<file path="src/rtl/pwm_ctrl_pkg.sv">
`default_nettype none
// ============================================================================
//  Module      : pwm_ctrl_pkg
//  Description : Shared definitions for the multi-channel PWM controller:
//                register word addresses, CFG/STATUS bit positions, the
//                counting-mode enum and a byte-lane merge helper.
//  Ports       : none (package)
//  Revision    : 1.0 - initial release
// ============================================================================
package pwm_ctrl_pkg;

    // Register word addresses
    localparam logic [5:0] ADDR_PERIOD    = 6'h00;
    localparam logic [5:0] ADDR_CH_EN     = 6'h01;
    localparam logic [5:0] ADDR_CFG       = 6'h02;
    localparam logic [5:0] ADDR_STATUS    = 6'h03;
    localparam logic [5:0] ADDR_POL       = 6'h04;
    localparam logic [5:0] ADDR_DUTY_BASE = 6'h08;

    // CFG bits
    localparam int CFG_MODE_BIT   = 0;
    localparam int CFG_UPDATE_BIT = 1;
    localparam int CFG_IRQ_EN_BIT = 2;

    // STATUS bits
    localparam int STAT_DONE_BIT  = 0;
    localparam int STAT_PEND_BIT  = 1;

    typedef enum logic {
        PWM_EDGE   = 1'b0,
        PWM_CENTER = 1'b1
    } pwm_mode_e;

    // Replace the byte lanes of old_val selected by be with those of new_val.
    function automatic logic [31:0] be_merge(input logic [31:0] old_val,
                                             input logic [31:0] new_val,
                                             input logic [3:0]  be);
        logic [31:0] merged;
        for (int i = 0; i < 4; i++) begin
            merged[8*i +: 8] = be[i] ? new_val[8*i +: 8] : old_val[8*i +: 8];
        end
        return merged;
    endfunction

endpackage
`default_nettype wire

</file>
<file path="src/rtl/pwm_ctrl_mc_if.sv">
`default_nettype none
// ============================================================================
//  Module      : pwm_ctrl_mc_if
//  Description : Avalon-MM slave bus bundle for pwm_ctrl_mc.
//  Signals     : read, write, chipselect, address[5:0], byteenable[3:0],
//                writedata[31:0] (master -> slave); readdata[31:0]
//                (slave -> master, fixed read latency 1).
//  Revision    : 1.0 - initial release
// ============================================================================
interface pwm_ctrl_mc_if;
    logic        read;
    logic        write;
    logic        chipselect;
    logic [5:0]  address;
    logic [3:0]  byteenable;
    logic [31:0] writedata;
    logic [31:0] readdata;

    modport master (
        output read, write, chipselect, address, byteenable, writedata,
        input  readdata
    );

    modport slave (
        input  read, write, chipselect, address, byteenable, writedata,
        output readdata
    );
endinterface
`default_nettype wire

</file>
<file path="src/rtl/pwm_cnt_gen.sv">
`default_nettype none
// ============================================================================
//  Module      : pwm_cnt_gen
//  Description : PWM period counter. Edge mode counts 0..max and wraps;
//                center mode counts 0..max..0 with single-cycle turnarounds.
//                period_bound flags the last cycle of a period.
//  Ports       : clock, reset   - clock / synchronous active-high reset
//                run            - any channel enabled; counter idles at 0
//                restart        - force cnt=0, dir=up next cycle
//                mode, cnt_max  - active counting mode and terminal count
//                cnt            - current count
//                period_bound   - boundary of the current cycle
//  Revision    : 1.0 - initial release
// ============================================================================
module pwm_cnt_gen
    import pwm_ctrl_pkg::*;
#(
    parameter int CNT_WIDTH = 16
) (
    input  logic                 clock,
    input  logic                 reset,
    input  logic                 run,
    input  logic                 restart,
    input  pwm_mode_e            mode,
    input  logic [CNT_WIDTH-1:0] cnt_max,
    output logic [CNT_WIDTH-1:0] cnt,
    output logic                 period_bound
);
    localparam logic c_DIR_UP   = 1'b0;
    localparam logic c_DIR_DOWN = 1'b1;

    logic [CNT_WIDTH-1:0] cnt_q, cnt_d;
    logic                 dir_q, dir_d;
    logic                 run_q, run_d;
    logic                 w_max_zero, w_at_max, w_at_zero;

    assign w_max_zero = (cnt_max == '0);
    assign w_at_max   = (cnt_q >= cnt_max);
    assign w_at_zero  = (cnt_q == '0);
    assign cnt        = cnt_q;

    // Boundary is kept in its own block so that logic using it to form
    // restart does not look like a loop through the next-state logic.
    always_comb begin : p_bound
        period_bound = 1'b0;
        if (run) begin
            if (w_max_zero) begin
                period_bound = 1'b1;
            end else if (mode == PWM_EDGE) begin
                period_bound = w_at_max;
            end else begin
                // run_q low means this is the first running cycle
                period_bound = (w_at_zero && dir_q == c_DIR_DOWN) || !run_q;
            end
        end
    end

    always_comb begin : p_next
        cnt_d = cnt_q;
        dir_d = dir_q;
        run_d = run;
        if (!run || restart || w_max_zero) begin
            cnt_d = '0;
            dir_d = c_DIR_UP;
        end else if (mode == PWM_EDGE) begin
            cnt_d = w_at_max ? '0 : cnt_q + 1'b1;
            dir_d = c_DIR_UP;
        end else if (dir_q == c_DIR_UP) begin
            if (w_at_max) begin
                cnt_d = cnt_max - 1'b1;
                dir_d = c_DIR_DOWN;
            end else begin
                cnt_d = cnt_q + 1'b1;
            end
        end else begin
            if (w_at_zero) begin
                cnt_d = CNT_WIDTH'(1);
                dir_d = c_DIR_UP;
            end else begin
                cnt_d = cnt_q - 1'b1;
            end
        end
    end

    always_ff @(posedge clock) begin
        if (reset) begin
            cnt_q <= '0;
            dir_q <= c_DIR_UP;
            run_q <= 1'b0;
        end else begin
            cnt_q <= cnt_d;
            dir_q <= dir_d;
            run_q <= run_d;
        end
    end
endmodule
`default_nettype wire

</file>
<file path="src/rtl/pwm_ctrl_mc.sv">
`default_nettype none
// ============================================================================
//  Module      : pwm_ctrl_mc
//  Description : Multi-channel PWM controller with edge/center counting,
//                per-channel polarity, shadowed period/mode/duty committed at
//                a period boundary, and a period-done interrupt.
//  Ports       : clock, reset   - clock / synchronous active-high reset
//                bus            - Avalon-MM slave (pwm_ctrl_mc_if.slave)
//                irq            - level interrupt, period_done & irq_en
//                pwm_out_ff     - registered PWM outputs [NUM_CH-1:0]
//  Revision    : 1.0 - initial release
// ============================================================================
module pwm_ctrl_mc
    import pwm_ctrl_pkg::*;
#(
    parameter int NUM_CH    = 8,
    parameter int CNT_WIDTH = 16
) (
    input  logic              clock,
    input  logic              reset,
    pwm_ctrl_mc_if.slave      bus,
    output logic              irq,
    output logic [NUM_CH-1:0] pwm_out_ff
);
    logic [CNT_WIDTH-1:0] period_sh_q, period_sh_d, period_act_q, period_act_d;
    logic [NUM_CH-1:0]    ch_en_q, ch_en_d, pol_q, pol_d;
    logic [NUM_CH-1:0]    pwm_out_ff_q, pwm_out_ff_d;
    pwm_mode_e            mode_sh_q, mode_sh_d, mode_act_q, mode_act_d;
    logic                 irq_en_q, irq_en_d, done_q, done_d, pend_q, pend_d;
    logic [CNT_WIDTH-1:0] duty_sh_q  [NUM_CH];
    logic [CNT_WIDTH-1:0] duty_sh_d  [NUM_CH];
    logic [CNT_WIDTH-1:0] duty_act_q [NUM_CH];
    logic [CNT_WIDTH-1:0] duty_act_d [NUM_CH];
    logic [31:0]          readdata_q, readdata_d;

    logic                 w_wr, w_rd, w_upd, w_w1c, w_run, w_bound, w_commit, w_restart;
    logic [CNT_WIDTH-1:0] w_cnt;
    logic [NUM_CH-1:0]    w_raw;

    assign w_wr  = bus.chipselect & bus.write;
    assign w_rd  = bus.chipselect & bus.read;
    assign w_upd = w_wr && bus.address == ADDR_CFG && bus.byteenable[0]
                   && bus.writedata[CFG_UPDATE_BIT];
    assign w_w1c = w_wr && bus.address == ADDR_STATUS && bus.byteenable[0]
                   && bus.writedata[STAT_DONE_BIT];
    assign w_run = |ch_en_q;

    // With every channel off there is no period to wait for, so a pending
    // update commits immediately.
    assign w_commit  = pend_q & (w_bound | ~w_run);
    assign w_restart = w_commit & (mode_sh_q != mode_act_q);

    pwm_cnt_gen #(
        .CNT_WIDTH    (CNT_WIDTH)
    ) u_cnt (
        .clock        (clock),
        .reset        (reset),
        .run          (w_run),
        .restart      (w_restart),
        .mode         (mode_act_q),
        .cnt_max      (period_act_q),
        .cnt          (w_cnt),
        .period_bound (w_bound)
    );

    always_comb begin : p_regs
        period_sh_d  = period_sh_q;
        period_act_d = period_act_q;
        ch_en_d      = ch_en_q;
        pol_d        = pol_q;
        mode_sh_d    = mode_sh_q;
        mode_act_d   = mode_act_q;
        irq_en_d     = irq_en_q;
        duty_sh_d    = duty_sh_q;
        duty_act_d   = duty_act_q;
        pend_d       = pend_q;
        done_d       = done_q;

        if (w_wr) begin
            case (bus.address)
                ADDR_PERIOD: period_sh_d = CNT_WIDTH'(be_merge(32'(period_sh_q),
                                               bus.writedata, bus.byteenable));
                ADDR_CH_EN:  ch_en_d = NUM_CH'(be_merge(32'(ch_en_q),
                                               bus.writedata, bus.byteenable));
                ADDR_POL:    pol_d = NUM_CH'(be_merge(32'(pol_q),
                                               bus.writedata, bus.byteenable));
                ADDR_CFG: begin
                    if (bus.byteenable[0]) begin
                        mode_sh_d = pwm_mode_e'(bus.writedata[CFG_MODE_BIT]);
                        irq_en_d  = bus.writedata[CFG_IRQ_EN_BIT];
                    end
                end
                default: ;
            endcase
            for (int n = 0; n < NUM_CH; n++) begin
                if (bus.address == ADDR_DUTY_BASE + 6'(n)) begin
                    duty_sh_d[n] = CNT_WIDTH'(be_merge(32'(duty_sh_q[n]),
                                              bus.writedata, bus.byteenable));
                end
            end
        end

        // Commit copies the registered shadows, so a same-cycle shadow write
        // is not included and waits for the next UPDATE.
        if (w_commit) begin
            period_act_d = period_sh_q;
            mode_act_d   = mode_sh_q;
            duty_act_d   = duty_sh_q;
            pend_d       = 1'b0;
        end else if (w_upd) begin
            pend_d = 1'b1;
        end

        // A boundary set takes priority over a same-cycle W1C.
        if (w_bound) begin
            done_d = 1'b1;
        end else if (w_w1c) begin
            done_d = 1'b0;
        end
    end

    always_comb begin : p_read
        readdata_d = '0;
        if (w_rd) begin
            case (bus.address)
                ADDR_PERIOD: readdata_d = 32'(period_sh_q);
                ADDR_CH_EN:  readdata_d = 32'(ch_en_q);
                ADDR_CFG:    readdata_d = {29'b0, irq_en_q, 1'b0, mode_sh_q};
                ADDR_STATUS: readdata_d = {30'b0, pend_q, done_q};
                ADDR_POL:    readdata_d = 32'(pol_q);
                default: ;
            endcase
            for (int n = 0; n < NUM_CH; n++) begin
                if (bus.address == ADDR_DUTY_BASE + 6'(n)) begin
                    readdata_d = 32'(duty_sh_q[n]);
                end
            end
        end
    end

    for (genvar n = 0; n < NUM_CH; n++) begin : g_cmp
        assign w_raw[n] = ch_en_q[n] & (w_cnt < duty_act_q[n]);
    end
    assign pwm_out_ff_d = w_raw ^ pol_q;

    always_ff @(posedge clock) begin
        if (reset) begin
            period_sh_q  <= '1;
            period_act_q <= '1;
            ch_en_q      <= '0;
            pol_q        <= '0;
            mode_sh_q    <= PWM_EDGE;
            mode_act_q   <= PWM_EDGE;
            irq_en_q     <= 1'b0;
            pend_q       <= 1'b0;
            done_q       <= 1'b0;
            readdata_q   <= '0;
            pwm_out_ff_q <= '0;
            for (int n = 0; n < NUM_CH; n++) begin
                duty_sh_q[n]  <= '0;
                duty_act_q[n] <= '0;
            end
        end else begin
            period_sh_q  <= period_sh_d;
            period_act_q <= period_act_d;
            ch_en_q      <= ch_en_d;
            pol_q        <= pol_d;
            mode_sh_q    <= mode_sh_d;
            mode_act_q   <= mode_act_d;
            irq_en_q     <= irq_en_d;
            pend_q       <= pend_d;
            done_q       <= done_d;
            readdata_q   <= readdata_d;
            pwm_out_ff_q <= pwm_out_ff_d;
            duty_sh_q    <= duty_sh_d;
            duty_act_q   <= duty_act_d;
        end
    end

    assign bus.readdata = readdata_q;
    assign pwm_out_ff   = pwm_out_ff_q;
    assign irq          = done_q & irq_en_q;
endmodule
`default_nettype wire

</file>
<file path="src/flat_wrapper.sv">
// flat-port wrapper written by rule: the top's interface ports become plain ports
module pwm_ctrl_mc_flat import pwm_ctrl_pkg::*;
#(
    parameter int NUM_CH    = 8,
    parameter int CNT_WIDTH = 16
)
  (clock, reset, irq, pwm_out_ff, bus_read, bus_write, bus_chipselect, bus_address, bus_byteenable, bus_writedata, bus_readdata);
  pwm_ctrl_mc_if bus_i ();
  input  logic clock;
  input  logic reset;
  output logic irq;
  output logic [NUM_CH-1:0] pwm_out_ff;
  input wire logic [$bits(bus_i.read)-1:0] bus_read;
  input wire logic [$bits(bus_i.write)-1:0] bus_write;
  input wire logic [$bits(bus_i.chipselect)-1:0] bus_chipselect;
  input wire logic [$bits(bus_i.address)-1:0] bus_address;
  input wire logic [$bits(bus_i.byteenable)-1:0] bus_byteenable;
  input wire logic [$bits(bus_i.writedata)-1:0] bus_writedata;
  output wire logic [$bits(bus_i.readdata)-1:0] bus_readdata;
  assign bus_i.read = bus_read;
  assign bus_i.write = bus_write;
  assign bus_i.chipselect = bus_chipselect;
  assign bus_i.address = bus_address;
  assign bus_i.byteenable = bus_byteenable;
  assign bus_i.writedata = bus_writedata;
  assign bus_readdata = bus_i.readdata;
  pwm_ctrl_mc #(.NUM_CH(NUM_CH), .CNT_WIDTH(CNT_WIDTH)) u_core (.clock(clock), .reset(reset), .bus(bus_i), .irq(irq), .pwm_out_ff(pwm_out_ff));
endmodule
</file>
<file path="config.mk">
export PLATFORM = sky130hd
export DESIGN_NAME = pwm_ctrl_mc_flat
export DESIGN_NICKNAME = d
export VERILOG_FILES = /design/src/rtl/pwm_ctrl_pkg.sv /design/src/rtl/pwm_ctrl_mc_if.sv /design/src/rtl/pwm_cnt_gen.sv /design/src/rtl/pwm_ctrl_mc.sv /design/src/flat_wrapper.sv
export SDC_FILE = /design/constraint.sdc
export NUM_CORES = 1
export LEC_CHECK = 0
export CAP_MARGIN = 5
export CORE_MARGIN = 1.5
export CORE_UTILIZATION = 33
export CTS_CLUSTER_SIZE = 25
export DETAILED_ROUTE_END_ITERATION = 7
export GPL_TIMING_DRIVEN = 0
export HOLD_SLACK_MARGIN = 0.02
export PLACE_DENSITY_LB_ADDON = 0.08
export SLEW_MARGIN = 20
export SYNTH_ARGS = -nofsm -noshare
export SYNTH_HDL_FRONTEND = slang
export SYNTH_SLANG_ARGS = --single-unit
</file>
<file path="constraint.sdc">
create_clock -name clock -period 3.6 [get_ports clock]
set_input_delay 1.08 -clock clock [delete_from_list [all_inputs] [get_ports clock]]
set_output_delay 1.08 -clock clock [all_outputs]
set_load 0.02 [all_outputs]
</file>
Run 1, routing congestion map:
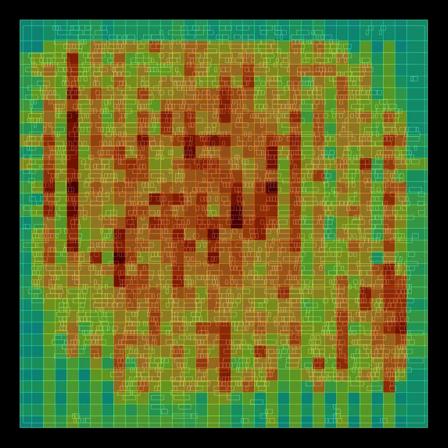
combined global-route utilization of all metal layers: 0.281
met3 routing resource usage after global routing: 0.0457
core occupancy in the finished layout: 0.389

Run 1, cell classes on the final placement:
Bar = 50 um.
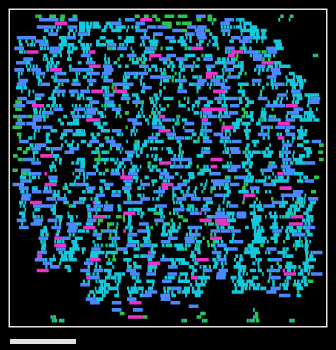
| class | color | cells |
|---|---|---|
| combinational and other logic | cyan | 1832 |
| sequential cells | blue | 351 |
| clock drivers and dummy loads | magenta | 72 |
| remaining buffers and delay cells | green | 218 |
floorplan core area: 0.0553 mm2
post-route cell area: 0.0215 mm2
placement row count: 86

==> notes.org, run 1 <==
* Flow results

** Worst setup path
- The critical path goes through clkdlybuf4s50_1 > or4b_2 > clkbuf_1 > nor2_2 > a222oi_1 > o211ai_1 > a211oi_1 > nor4_1.
- Endpoint type of the worst setup path :: flip-flop
- On the worst path, the slowest cell contributes a delay of 730 ps.
- The data arrival time reported for the critical path is 4040 ps.
- Source of the worst register-to-register timing path :: u_core.u_cnt.cnt[6]$_SDFF_PP0_
- In this run the worst path has a maximum fanout of 10.
- Critical Path Start :: bus_address[5]
- Required time of the critical path :: 4040 ps
- Category of the worst setup path launch point :: input port
- Number of cell instances on the worst register-to-register path :: 10
- Per STA, the endpoint of the critical path is u_core.bus.readdata[2]$_SDFF_PP0_.

** Global route
- Via count of the first global-routing pass :: 17079
- Grt total ovfl :: 0
- Global-route wire length before repair :: 117000 um
- Gr busiest metal :: met2
- Antenna violations before repair :: 2
- Largest net degree at the start of global routing :: 18

** STA
- Top achievable clock speed :: 0.278 GHz
- The most critical hold endpoint after final layout shows a slack of 474 ps.
- Hold-check failures listed in the final report amount to 0.
- Worst Setup Slack, final :: 5.79 ps
- Fin Setup TNS :: 0 ps
- Across all checked pins, the minimum headroom to the slew limit is 0.255.
- The pin closest to its max-slew limit shows a slew of 1110 ps.
- Of the available clock period, the critical path in the final layout requires 0.998.
- The smallest clock period supported by the final layout is computed as 3590 ps.

** Synth
- Cell taking the most area after synthesis :: dfxtp_1
- In this run, the synthesized area fraction spent on and/or/nand/nor cells is recorded as 0.200.
- Measured against the total synthesized area, the mux share comes to 0.00979.
- In this run, the synthesized area fraction spent on AND-OR/OR-AND gates is recorded as 0.233.
- Area fraction of the dominant cell type after synthesis :: 0.379
- For this run, the chip area from Yosys synthesis comes to 0.0185 mm2.
- Among all flip-flop cells after synthesis, the most frequent one is dfxtp_1.
- The synthesized netlist was found by Yosys to have 2337 cells.
- After synthesis the cells add up to 0.0185 mm2.
- In the post-synthesis netlist, the cell with the most instances is nand2_1.
- Syn Inst Count :: 2337
- The cell-mix breakdown from Yosys lists the adder-cell area share as 0.0945.
- Synth Area in XOR/XNOR :: 0.00898
- The gate-level netlist out of Yosys references 72 unique cell types.

** Clock tree
- Buffers inserted to repair hold after CTS numbered 0.
- # Post-CTS Setup Buffers :: 1
- The clock tree synthesis step divided the H-tree into 2 levels.
- CTS Sinks :: 351
- Per the skew report, the later register of the worst-skew pair sees a clock latency of 570 ps.
- Looking at the worst setup and hold paths, the clock pins of their registers show a slew of 60 ps.
- Cts repair resizes :: 25

** Cells and area
- The final layout contains 2633 nets.
- The design has 351 sequential cells.
- After layout, the clock buffer instance count stands at 63.
- Share of final-layout standard cells stronger than drive strength 1 :: 0.0744
- Largest registers :: u_core.duty_act_q (128), u_core.duty_sh_q (128)
- Per the layout area report, the register area comes to 0.00706 mm2.
- Top cell class by occupied area :: logic gates
- Layout overhead on the synthesized area :: 16.2%
- Non-clock buffer count :: 218
- Final-layout non-clock buffer area share :: 0.0599
- Number of logic gates :: 1670
- Clock-cell share of area :: 0.0654
- The number of antenna diodes in the final layout is 1.

** Die
- Per the OpenROAD floorplan log, the width of the die is 240 um.
- For this configuration, the core starts out at a cell density of 0.335.
- Number of primary I/O pins :: 88
- Vert. Die Dim :: 240 um
- Across the placement rows, the number of tap cells is 748.

** Placement
- Routability cong. :: 0.944
- Cell area after placement :: 0.0200 mm2
- After legalization and detailed placement, the total HPWL measured 61000 um.
- Number of port buffers :: 45

** Hold path
- Worst Hold Path EP :: u_core.duty_act_q[25]$_SDFFE_PP0P_
- The type recorded for the worst min-delay path is flip-flop to flip-flop.
- Source of the worst hold timing path :: u_core.duty_act_q[25]$_SDFFE_PP0P_

** Routing
- TritonRoute output was used to compute an average wire per cell of 25.2 um.
- Wire segments on met2 add up to 33800 um in the final route.
- Wires add up to 81000 um.
- In this run the top signal layer used is met4.
- Per the log, the first TritonRoute iteration ended with a DRC count of 1749.
- Detailed-routing wirelength on met1 :: 38800 um
- Amount of wire on met3 after detailed routing :: 5670 um

** Run
- Count of warning messages emitted by the tools :: 47

** Run status
- The flow ran to the end, and the final reports show no timing, DRC or antenna violations.

** Pwr
- Peak supply drop :: 0.293 mV
Run 1, routed clock nets over the placement:
Bar = 50 um.
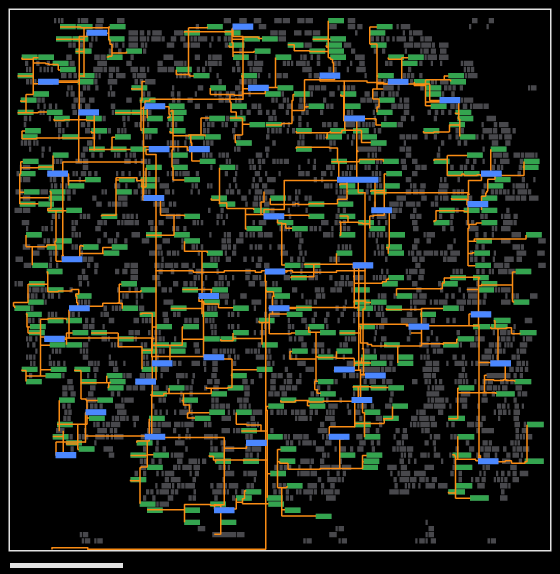
[flip-flops] green | count: 351
[clock wires] orange | length: 5320 um
[clock drivers] blue | count: 43
routed clock nets: 44
flops lie: widely spread

Run 1, gate families picked out:
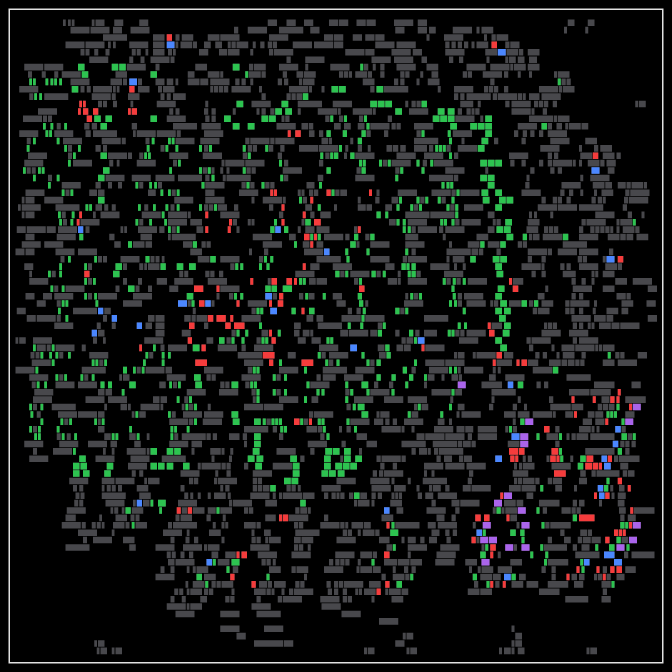
| family | color | cells |
|---|---|---|
| and/or cells | blue | 35 |
| xor and xnor cells | purple | 19 |
| nand cells | green | 570 |
| nor cells | red | 135 |
multi-input gate share of the layout cell area: 0.475
most common cell after layout, fill and taps aside: nand2_1
final non-filler cell total: 3222

[run 1: layout by cell type (no fill, tap or decap), types with 33 or more instances in the layout]
master	count
o21ai_0	200
dfxtp_1	335
inv_1	161
a22oi_1	33
nand2_1	357
clkdlybuf4s50_1	45
nand3_1	51
clkbuf_1	106
ha_1	140
nor2_1	65
clkbuf_16	45
a21oi_1	336
nand3b_1	129
[run 1: per-stage QoR]
stage | total power, mW | std cells
2_1_floorplan | 4.14 | 2352
3_3_place_gp | 4.30 | 3145
3_5_place_dp | 4.30 | 3146
4_1_cts | 8.68 | 3219
5_1_grt | 8.85 | 3221
6_report | 8.64 | 3222
[run 1: report_power, final]
part	total, mW	internal [mW]	switching [mW]
logic	0.337	0.0760	0.261
clock network	4.41	2.64	1.77
registers	3.89	3.88	0.00435
Run 1, sequential cells grouped by signal name:
Bar = 50 um.
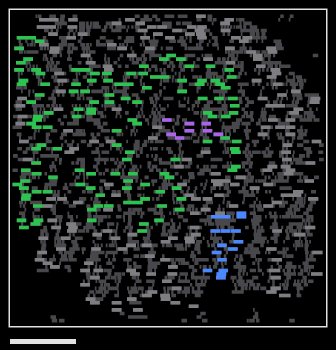

==> run 2, diff against run 1 <==
--- a/config.mk
+++ b/config.mk
@@ -13,7 +13,6 @@
 export GPL_TIMING_DRIVEN = 0
 export HOLD_SLACK_MARGIN = 0.02
 export PLACE_DENSITY_LB_ADDON = 0.08
-export SLEW_MARGIN = 20
 export SYNTH_ARGS = -nofsm -noshare
 export SYNTH_HDL_FRONTEND = slang
 export SYNTH_SLANG_ARGS = --single-unit
Run 2, sequential cells grouped by signal name:
Bar = 50 um.
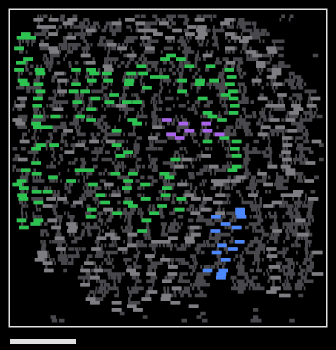
| name in the netlist | color | sequential cells |
|---|---|---|
| `u_core.duty_sh_q` | green | 128 |
| `u_core.ch_en_q` | purple | 8 |
| `u_core.period_act_q` | blue | 16 |
not colored: 199

Run 2, cell classes on the final placement:
Bar = 50 um.
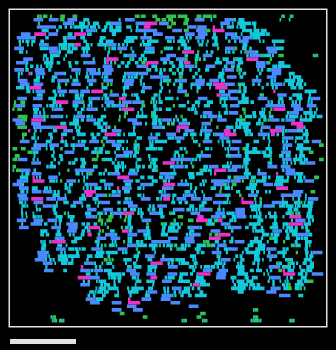
| class | color | cells |
|---|---|---|
| remaining buffers and delay cells | green | 220 |
| combinational and other logic | cyan | 1832 |
| sequential cells | blue | 351 |
| clock drivers and dummy loads | magenta | 78 |

==> run 2 against run 1 <==
Effect of this change:
- worst setup slack got worse by 3.1 ps
- sequential power about the same
- combinational power barely moved
- largest cell class unchanged
- clock power is 2% lower
- routed wire length grew 0.17%
- clock skew is 11 ps higher
- fmax about the same
- total power decreased by 1.0%
- area after synthesis is the same
- first-iteration DRC count decreased by 1.9%
- highest routed layer unchanged
==> notes.org, run 2 <==
* Flow results

** Synth
- The area fraction of the dominant cell type after synthesis was 0.379 (unchanged).
- The cell count listed in synth_stat.txt is 2337 (unchanged).
- Most common cell in the synthesized netlist :: nand2_1

** Pwr
- Clk network pwr share :: 0.505 (-0.006)
- Fraction of power spent switching nets :: 0.242 (+0.00557)
- Top pwr grp :: clock
- The share of total power in combinational logic is 0.040 (about the same).
- The maximum ir drop on the vdd rail is 0.282 mV (-3.7%).
- The sequential group share of total power came to 0.455 (+0.005).
- Power of the combinational group :: 0.338 mW (about the same)

** Worst setup path
- STA classifies the critical path startpoint as an input port.
- The number of cell instances on the worst register-to-register path was 10 (unchanged).
- The maximum fanout count along the critical path was 10 (unchanged).
- Critical Path Start :: bus_address[5]
- Worst stage delay on the critical path :: 740 ps (about the same)

** Run
- The count of warning messages emitted by the tools came to 47 (unchanged).

** Cells and area
- The core occupancy in the finished layout is 0.389 (about the same).
- Final non-filler cell total :: 3229 (+0.22%)
- The number of nets in the final layout is 2635 (+0.076%).
- In the layout the commonest cells are 357 x nand2_1, 336 x a21oi_1, 335 x dfxtp_1, 200 x o21ai_0, 161 x inv_1.

** Clock tree
- The buffers inserted during post-CTS setup optimization was 2 (+1).
- Level count of the clock H-tree :: 2 (unchanged)

** Global route
- The remaining global-route overflow came to 0 (unchanged).
- The initial antenna violation count was 4 (+2).
- The global routing stage identified its most utilized layer as met2.
- The met3 capacity usage during global routing was 0.0468 (+0.00115).
- The pin count of the biggest net entering global routing was 18 (unchanged).

** STA
- Worst hold margin :: 475 ps (+1.26 ps)
- The slew of the pin with the lowest slew margin was 1210 ps (+96.7 ps).
- The normalized max-slew margin was 0.196 (-0.0588).

** Routing
- The routed wire length per instance was 25.1 um (about the same).
- Uppermost routed layer :: met4

** Die
- The die boundary height was 240 um (unchanged).

** Placement
- The routability-driven placement congestion ratio was 0.944 (unchanged).
- Cell area after placement :: 0.0200 mm2 (-0.15%)
- The HPWL after detailed placement is 61000 um (about the same).

** Run status
- The run finished with clean final reports.

** Hold path
- Hold Path Class :: flip-flop to flip-flop
Run 2, gate families picked out:
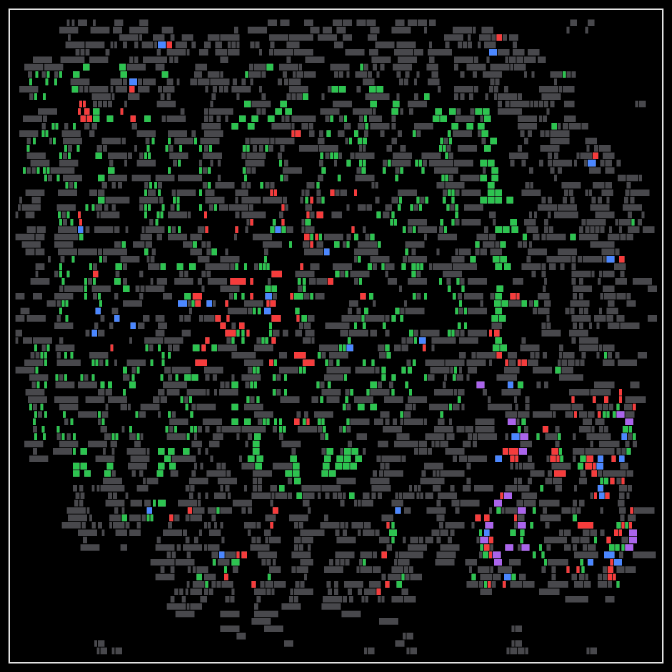
| family | color | cells |
|---|---|---|
| and/or cells | blue | 35 |
| xor and xnor cells | purple | 19 |
| nor cells | red | 135 |
| nand cells | green | 570 |

-- run 2: cell counts after synthesis --
Identical to the previous run, type by type.
-- run 2: cell families after synthesis --
family	after synthesis	synth area share
buffers and inverters	331	0.0748
xor gates and xnor gates	19	0.00898
muxes	17	0.00979
and+or+nand+nor	740	0.200
adders and majority gates	140	0.0945
AOI/OAI and AO/OA	738	0.233
other	1	0.000202
DFF	351	0.379
-- run 2: cell type report --
type | count | area [um2]
Fill cell | 5786 | 33800
Multi-Input combinational cell | 1670 | 10200
Sequential cell | 351 | 7060
Clock buffer | 65 | 1280
Tap cell | 748 | 936
Buffer | 169 | 811
Inverter | 162 | 608
Timing Repair Buffer | 51 | 495
Clock inverter | 13 | 104
No activity file was given, so power comes from the tool's default toggle rates.
